`config.mk`:
```
export PLATFORM = sky130hd
export DESIGN_NAME = alu_seq
export DESIGN_NICKNAME = d
export VERILOG_FILES = /design/src/rtl/alu_pkg.sv /design/src/rtl/alu_comb.sv /design/src/rtl/alu_seq.sv
export SDC_FILE = /design/constraint.sdc
export NUM_CORES = 1
export LEC_CHECK = 0
export CAP_MARGIN = 5
export CORE_AREA = 2 2 244 246
export CTS_BUF_LIST = sky130_fd_sc_hd__clkbuf_4
export DETAILED_ROUTE_END_ITERATION = 10
export DIE_AREA = 0 0 246 248
export SETUP_SLACK_MARGIN = 0.4
export SYNTH_ARGS = -nofsm -noshare
export SYNTH_HDL_FRONTEND = slang
export SYNTH_SLANG_ARGS = --single-unit
export TNS_END_PERCENT = 10
```
`constraint.sdc`:
```
create_clock -name CK_REF -period 11.6 [get_ports CK_REF]
set_input_delay 2.32 -clock CK_REF [delete_from_list [all_inputs] [get_ports CK_REF]]
set_output_delay 2.32 -clock CK_REF [all_outputs]
set_load 0.005 [all_outputs]
```
`src/rtl/alu_pkg.sv`:
```
// Shared opcodes, FSM encoding and flag helpers for the multi-cycle execute ALU.
package alu_pkg;

  localparam logic [3:0] OP_ADD  = 4'b0001;
  localparam logic [3:0] OP_SUB  = 4'b0010;
  localparam logic [3:0] OP_AND  = 4'b0011;
  localparam logic [3:0] OP_OR   = 4'b0100;
  localparam logic [3:0] OP_XOR  = 4'b0101;
  localparam logic [3:0] OP_SLT  = 4'b0110;
  localparam logic [3:0] OP_SLTU = 4'b0111;
  localparam logic [3:0] OP_SLL  = 4'b1000;
  localparam logic [3:0] OP_SRL  = 4'b1001;
  localparam logic [3:0] OP_SRA  = 4'b1010;
  localparam logic [3:0] OP_MUL  = 4'b1011;

  typedef enum logic [1:0] {
    ST_IDLE  = 2'd0,
    ST_SHIFT = 2'd1,
    ST_MUL   = 2'd2
  } alu_state_e;

  // Signed overflow of an addition from operand/result sign bits; for
  // subtraction pass the inverted B sign.
  function automatic logic add_ovf(input logic a_msb, input logic b_msb, input logic r_msb);
    return (a_msb == b_msb) && (r_msb != a_msb);
  endfunction

endpackage

```
`src/rtl/alu_comb.sv`:
```
// Combinational single-cycle unit: add/sub/logic/compare with carry and overflow.
module alu_comb
  import alu_pkg::*;
#(
  parameter int WIDTH = 32
) (
  input  logic [3:0]       op_i,
  input  logic [WIDTH-1:0] a_i,
  input  logic [WIDTH-1:0] b_i,
  output logic [WIDTH-1:0] res_o,
  output logic             carry_o,
  output logic             ovf_o
);

  logic [WIDTH:0] add_w;
  logic [WIDTH:0] sub_w;

  assign add_w = {1'b0, a_i} + {1'b0, b_i};
  assign sub_w = {1'b0, a_i} + {1'b0, ~b_i} + {{WIDTH{1'b0}}, 1'b1};

  // Shifts, MUL and illegal codes fall to the default: all zeros.
  always_comb begin
    res_o   = '0;
    carry_o = 1'b0;
    ovf_o   = 1'b0;
    case (op_i)
      OP_ADD: begin
        res_o   = add_w[WIDTH-1:0];
        carry_o = add_w[WIDTH];
        ovf_o   = add_ovf(a_i[WIDTH-1], b_i[WIDTH-1], add_w[WIDTH-1]);
      end
      OP_SUB: begin
        res_o   = sub_w[WIDTH-1:0];
        carry_o = sub_w[WIDTH];
        ovf_o   = add_ovf(a_i[WIDTH-1], ~b_i[WIDTH-1], sub_w[WIDTH-1]);
      end
      OP_AND:  res_o = a_i & b_i;
      OP_OR:   res_o = a_i | b_i;
      OP_XOR:  res_o = a_i ^ b_i;
      OP_SLT:  res_o = {{(WIDTH-1){1'b0}}, ($signed(a_i) < $signed(b_i))};
      OP_SLTU: res_o = {{(WIDTH-1){1'b0}}, (a_i < b_i)};
      default: ;
    endcase
  end

endmodule

```
`src/rtl/alu_seq.sv`:
```
// Multi-cycle execute ALU: single-cycle ops via alu_comb, iterative shifter and
// shift-add multiplier behind an EN/DONE/BUSY handshake.
module alu_seq
  import alu_pkg::*;
#(
  parameter int WIDTH      = 32,
  parameter int SHIFT_STEP = 1
) (
  input  logic             CK_REF,
  input  logic             RST_N,
  input  logic             ALU_EN,
  input  logic [3:0]       OP_VAL,
  input  logic [WIDTH-1:0] A,
  input  logic [WIDTH-1:0] B,
  output logic [WIDTH-1:0] OUT,
  output logic             ZERO_FLAG,
  output logic             CARRY_FLAG,
  output logic             OVERFLOW_FLAG,
  output logic             ALU_DONE,
  output logic             ALU_BUSY
);

  localparam int SHAMT_W = $clog2(WIDTH);
  localparam int CW      = SHAMT_W + 1;  // counter must also hold WIDTH for MUL
  localparam logic [CW-1:0] STEP  = CW'(SHIFT_STEP);
  localparam logic [CW-1:0] NBITS = CW'(WIDTH);

  alu_state_e state_q, state_d;

  logic [WIDTH-1:0]   out_q, out_d, sh_q, sh_d, mplier_q, mplier_d;
  logic [2*WIDTH-1:0] acc_q, acc_d, mcand_q, mcand_d;
  logic [CW-1:0]      cnt_q, cnt_d;
  logic [1:0]         shop_q, shop_d;
  logic               zero_q, zero_d, carry_q, carry_d, ovf_q, ovf_d, done_q, done_d;

  logic [WIDTH-1:0]   cmb_res, sh_nxt;
  logic               cmb_c, cmb_v, is_shift, shamt_nz;
  logic [CW-1:0]      step;
  logic [2*WIDTH-1:0] acc_nxt;

  alu_comb #(.WIDTH(WIDTH)) u_comb (
    .op_i(OP_VAL), .a_i(A), .b_i(B), .res_o(cmb_res), .carry_o(cmb_c), .ovf_o(cmb_v)
  );

  assign is_shift = (OP_VAL == OP_SLL) || (OP_VAL == OP_SRL) || (OP_VAL == OP_SRA);
  assign shamt_nz = |B[SHAMT_W-1:0];
  assign step     = (cnt_q < STEP) ? cnt_q : STEP;
  assign acc_nxt  = acc_q + (mplier_q[0] ? mcand_q : '0);

  always_comb begin
    case (shop_q)
      2'b00:   sh_nxt = sh_q << step;
      2'b01:   sh_nxt = sh_q >> step;
      default: sh_nxt = $signed(sh_q) >>> step;
    endcase
  end

  always_ff @(posedge CK_REF) begin
    if (!RST_N) state_q <= ST_IDLE;
    else        state_q <= state_d;
  end

  always_comb begin
    state_d = state_q;
    case (state_q)
      ST_IDLE: if (ALU_EN) begin
        if (is_shift && shamt_nz) state_d = ST_SHIFT;
        else if (OP_VAL == OP_MUL) state_d = ST_MUL;
      end
      ST_SHIFT: if (cnt_q <= STEP) state_d = ST_IDLE;
      ST_MUL:   if (cnt_q == CW'(1)) state_d = ST_IDLE;
      default:  state_d = ST_IDLE;
    endcase
  end

  always_comb begin
    out_d    = out_q;   zero_d   = zero_q;  carry_d = carry_q;  ovf_d = ovf_q;
    done_d   = 1'b0;    sh_d     = sh_q;    shop_d  = shop_q;   cnt_d = cnt_q;
    acc_d    = acc_q;   mcand_d  = mcand_q; mplier_d = mplier_q;
    case (state_q)
      ST_IDLE: if (ALU_EN) begin
        if (is_shift && shamt_nz) begin
          sh_d   = A;
          shop_d = OP_VAL[1:0];
          cnt_d  = {1'b0, B[SHAMT_W-1:0]};
        end else if (OP_VAL == OP_MUL) begin
          acc_d    = '0;
          mcand_d  = {{WIDTH{1'b0}}, A};
          mplier_d = B;
          cnt_d    = NBITS;
        end else begin
          // Zero-amount shifts pass A through; everything else comes from alu_comb.
          out_d   = is_shift ? A : cmb_res;
          carry_d = is_shift ? 1'b0 : cmb_c;
          ovf_d   = is_shift ? 1'b0 : cmb_v;
          zero_d  = is_shift ? (A == '0) : (cmb_res == '0);
          done_d  = 1'b1;
        end
      end
      ST_SHIFT: begin
        sh_d  = sh_nxt;
        cnt_d = cnt_q - step;
        if (cnt_q <= STEP) begin
          out_d = sh_nxt; zero_d = (sh_nxt == '0); carry_d = 1'b0; ovf_d = 1'b0;
          done_d = 1'b1;
        end
      end
      ST_MUL: begin
        acc_d    = acc_nxt;
        mcand_d  = mcand_q << 1;
        mplier_d = mplier_q >> 1;
        cnt_d    = cnt_q - CW'(1);
        if (cnt_q == CW'(1)) begin
          out_d   = acc_nxt[WIDTH-1:0];
          zero_d  = (acc_nxt[WIDTH-1:0] == '0);
          carry_d = 1'b0;
          ovf_d   = |acc_nxt[2*WIDTH-1:WIDTH];
          done_d  = 1'b1;
        end
      end
      default: ;
    endcase
  end

  always_ff @(posedge CK_REF) begin
    if (!RST_N) begin
      out_q <= '0; zero_q <= 1'b0; carry_q <= 1'b0; ovf_q <= 1'b0; done_q <= 1'b0;
      sh_q <= '0; shop_q <= '0; cnt_q <= '0; acc_q <= '0; mcand_q <= '0; mplier_q <= '0;
    end else begin
      out_q <= out_d; zero_q <= zero_d; carry_q <= carry_d; ovf_q <= ovf_d; done_q <= done_d;
      sh_q <= sh_d; shop_q <= shop_d; cnt_q <= cnt_d;
      acc_q <= acc_d; mcand_q <= mcand_d; mplier_q <= mplier_d;
    end
  end

  assign OUT           = out_q;
  assign ZERO_FLAG     = zero_q;
  assign CARRY_FLAG    = carry_q;
  assign OVERFLOW_FLAG = ovf_q;
  assign ALU_DONE      = done_q;
  assign ALU_BUSY      = (state_q != ST_IDLE);

endmodule

```
==> qor.csv <==
stage,metric,value,unit
status,run_status,completed,
floorplanning,design.core.area,58460,sq um
cts,postCtsResizedCells,0,
worst_setup_path,worstReg2RegEnd,OVERFLOW_FLAG$_SDFFE_PN0P_,
timing,final_max_slew_viol_count,0,
pwr,pwr-share-clk,35.4,%
synth,synth.cells.most_frequent,"360 x sky130_fd_sc_hd__nand2_1, 277 x sky130_fd_sc_hd__a21oi_1, 245 x sky130_fd_sc_hd__nor2_1",
pwr,static-leakage-power,0.009929,uW
run,openroad.warnings,101,
layout,combAreaFraction,65.73,%
pwr,largestPowerGroup,sequential cells,
worst_setup_path,crit_type,in2reg,
grt,maximum_number_of_pins_on_one_net_before_global_route_repair,111,
min_path,hold_path_startpoint,OUT[30]$_SDFFE_PN0P_,
worst_setup_path,critPathMaxFanout,10,
layout,comb_area,16080,sq um
timing,final_period_minus_worst_setup_slack,6780,ps
synth,mux_share,0.8057,%
layout,antenna-diode-count,6,
worst_setup_path,cpLargestDelayFamily,AND-OR/OR-AND gates,
route,drt_iter0_markers,2689,
synth,synth-xor-area-share,2.701,%
synth,simple_gate_share,25.14,%
floorplanning,die_w,246,um
cts,cts_htree_levels,3,
route,detailroute.via_count,23840,
worst_setup_path,worstPathArrival,7530,ps
route,post_drt_via_cell_ratio,6.115,
route,residual_antenna_violating_net_count_after_detailed_routing,0,
worst_setup_path,crit_chain,"clkdlybuf4s50_1, inv_1, ha_1, inv_1, a21oi_1, o31ai_1, a311oi_1, nand3_1, a311oi_1, o311ai_1, a311o_1, nor2_1, a211oi_1, nor4_1, nor3_1, a31oi_1",
synth,flop_cell,sky130_fd_sc_hd__dfxtp_1,
route,top_layer_used,met4,
floorplanning,die.size.y,248,um
worst_setup_path,critical_path_end,OVERFLOW_FLAG$_SDFFE_PN0P_,
pwr,power_sequential,865,uW
placed_design,post-place-ws,4074,ps
pwr,sequentialPowerShare,35.7,%
layout,finalNonFillerCells,3898,
layout,final_design_area_no_fill,24460,sq um
timing,min_period_over_period,58.44,%
cts,number_of_setup_buffers_added_after_cts,0,
layout,reg.largest.list,"acc_q: 64 flops, mcand_q: 64 flops",
pwr,total_power,2421,uW
worst_setup_path,regToRegSetupSlack,5730,ps
timing,grt_setup_unrepaired,false,
synth,top_cell,sky130_fd_sc_hd__nand2_1,
timing,fin_worst_hold_slack,461.9,ps
layout,logic_gate_count,2504,
grt,groute.layer.met3.usage,4.779,%
layout,clk_share,3.703,%
pwr,pg_comb,698,uW
synth,yosys-stat-area,22050,sq um
layout,areaGrowthSynthToFinish,10.92,%
layout,final_layout_size_suffix_gt1_share,6.380,%
synth,synth_async_sr_flop_share,0,%
layout,clkbuf_count,104,
layout,final_layout_top_logic_cells,"360 x sky130_fd_sc_hd__nand2_1, 275 x sky130_fd_sc_hd__a21oi_1, 242 x sky130_fd_sc_hd__nor2_1, 237 x sky130_fd_sc_hd__dfxtp_1, 208 x sky130_fd_sc_hd__o21ai_0",
layout,most_frequent_logic_cell_in_the_layout,sky130_fd_sc_hd__nand2_1,
layout,final_core_utilization,41.84,%
min_path,timing.hold.worst.class,reg2reg,
route,drt_drc_violations_left,0,
grt,grt.overflow.total,0,
timing,slew_headroom,24.52,%
grt,grt.met1_usage,38.06,%
synth,ys_seq_share,21.61,%
grt,grt_util_met2,43.65,%
timing,timing.final.setup_violations,0,
layout,num-fill-cells,6201,
timing,timing_worst_slew_pin_value,1132,ps
worst_setup_path,crit_path_start,A[8],
timing,clock.fmax,147.5,MHz
pwr,p_per_area,98.99,nW/um^2
route,route.final.wire_length,89380,um
synth,yosys.area_share.aoi,33.78,%
grt,grt_util_all_layers,28.50,%
layout,sequential_standard_cell_area,4766,sq um
worst_setup_path,worst_r2r_path_depth,16,
grt,global_route_wire_length_before_repair,135100,um
worst_setup_path,r2r_start,mplier_q[0]$_SDFFE_PN0P_,
run,timing.max_cap.violations,0,
layout,ff_count,238,
synth,number_of_flops_mapped_to_enable_cells_by_yosys,0,
layout,seqAreaFraction,19.48,%
pwr,ir_worst_vdd,69.93,uV
synth,yosys-dominant-comb-family,AND-OR/OR-AND gates,
grt,via_count_of_the_first_global_routing_pass,21780,
worst_setup_path,worst_path_max_delay_cell,sky130_fd_sc_hd__nor4_1,
floorplanning,floorplan.rows,89,
cts,worst_setup_hold_path_clk_slew,60,ps
synth,ys.warnings.count,0,
placed_design,post_dp_cell_area,23540,sq um
route,met3RoutedLength,7070,um
placed_design,placed_cells,3767,
worst_setup_path,cp-end-kind,register,
synth,postSynthRegisterBits,238,
synth,top_area_share,21.61,%
worst_setup_path,crit_path_start_kind,input port,
layout,num-nets-final,3314,
synth,syn-num-nets,3335,
synth,yosys_cell_types,85,
placed_design,port_buffers,107,
cts,tritoncts,done,
cts,worstSkewPairLatency,830,ps
synth,synthTopCellsByArea,"sky130_fd_sc_hd__dfxtp_1 22%, sky130_fd_sc_hd__ha_1 9.7%, sky130_fd_sc_hd__a21oi_1 6.3%",
timing,fin_tns_setup,0,ps
route,wl_per_cell,22.93,um
worst_setup_path,crit_cells,16,
route,drtPass1Iterations,7,
min_path,hold-path-endpoint,OUT[30]$_SDFFE_PN0P_,
worst_setup_path,cp.buffers_inverters,3,
layout,biggestCellCategory,combinational gates,
synth,post_synth_instance_area,22050,sq um
worst_setup_path,worstPathRequired,12350,ps
min_path,hold-path-cell-count,2,
floorplanning,fp_util,37.72,%
pwr,switching_share_of_power,37.43,%
cts,clock_tree.buffer_depth,3,
layout,nNonClkInverters,115,
synth,synth_area_per_cell,7.137,sq um
placed_design,detailed_place_hpwl,66330,um
synth,synth_area_leader_cell,sky130_fd_sc_hd__dfxtp_1,
floorplanning,ioPinCount,108,
floorplanning,fp.dieArea,61010,sq um
route,detail_route.wirelength.met1,38520,um
timing,report.final.hold_viol_count,0,
grt,globalRoute.busiestLayer,met2,
cts,cts_hold_buf,0,
floorplanning,tapCellCount,773,
synth,adders_majority_by_area,9.974,%
route,dr_wl_met2,39090,um
pwr,switching_power_summed_over_all_nets,906.4,uW
synth,yosys-stat-cells,3090,
placed_design,gp_routability_congestion,0.9946,
timing,final_critical_path_setup_slack,4820,ps
synth,postSynthCellCount,3090,
timing,setup_skew_after_layout,47.53,ps
pwr,combinational_fraction_of_design_power,28.8,%
layout,bufAreaShareNonClock,5.304,%
Clock routing:
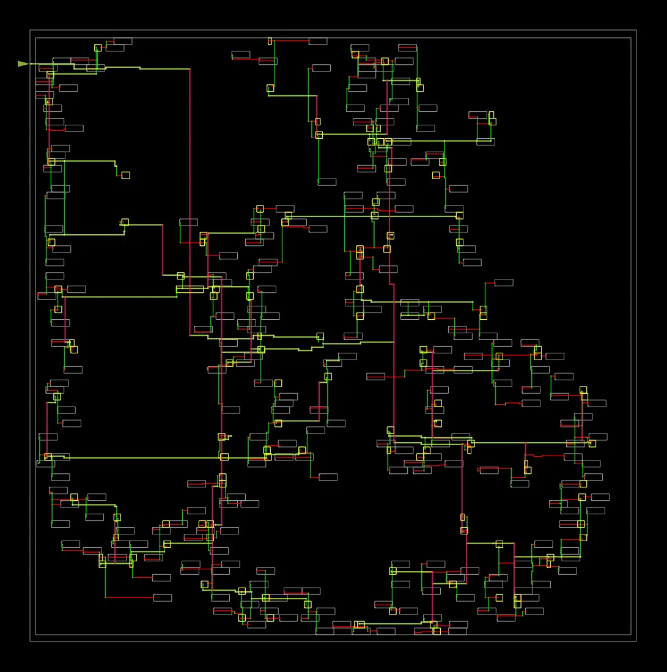
number of sinks on the clock net: 238
number of clock buffers inserted by TritonCTS: 73

Signal metal coverage by tile:
Bar = 50 um. 25 x 25 tiles, from white (low) to dark blue (high), scaled to the fullest tile. Values are wire area over tile area, all layers added.
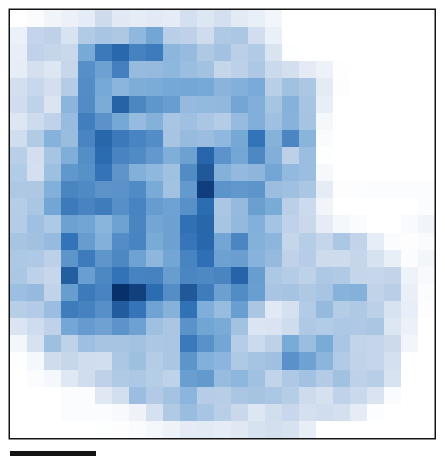
emptiest ninth of the die: north-east
nearly empty tiles: 21%
fullest tile: 0.80
tiles over half the peak: 23%

Clock wires, drivers and flops:
Bar = 50 um.
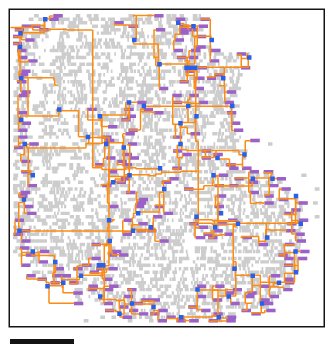
[cells driving clock nets] blue | count: 73
[clock wires] orange | length: 4640 um
[flip-flops] purple | count: 238
routed clock nets: 74
flops lie: spread over the die

Close-up of the layout:
Window x 103 to 143, y 104 to 144 um. Cells in gray, sequential cells in the stronger gray; small squares are vias.
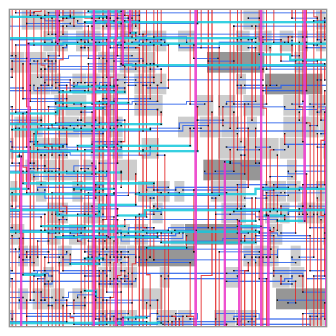
[met3] cyan
[met1] blue
[met2] red
[met4] magenta
sequential cells in the window: 6
cells with their middle in the window: 134
netlist names of flops here include: acc_q (3), sh_q (3)
most frequent: nor2_1 (25), o21ai_0 (16), nand2_1 (14)

The metal 3 layer:
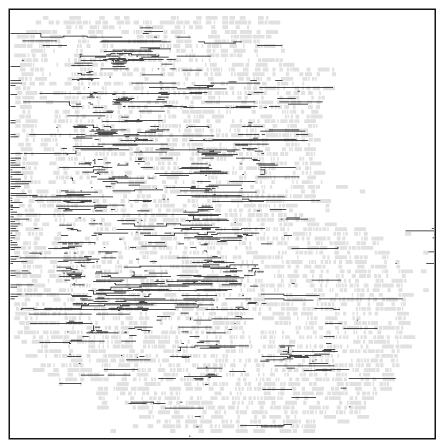
longest straight run: 122 um
main direction: horizontal

Power and IR drop assume default switching activity.
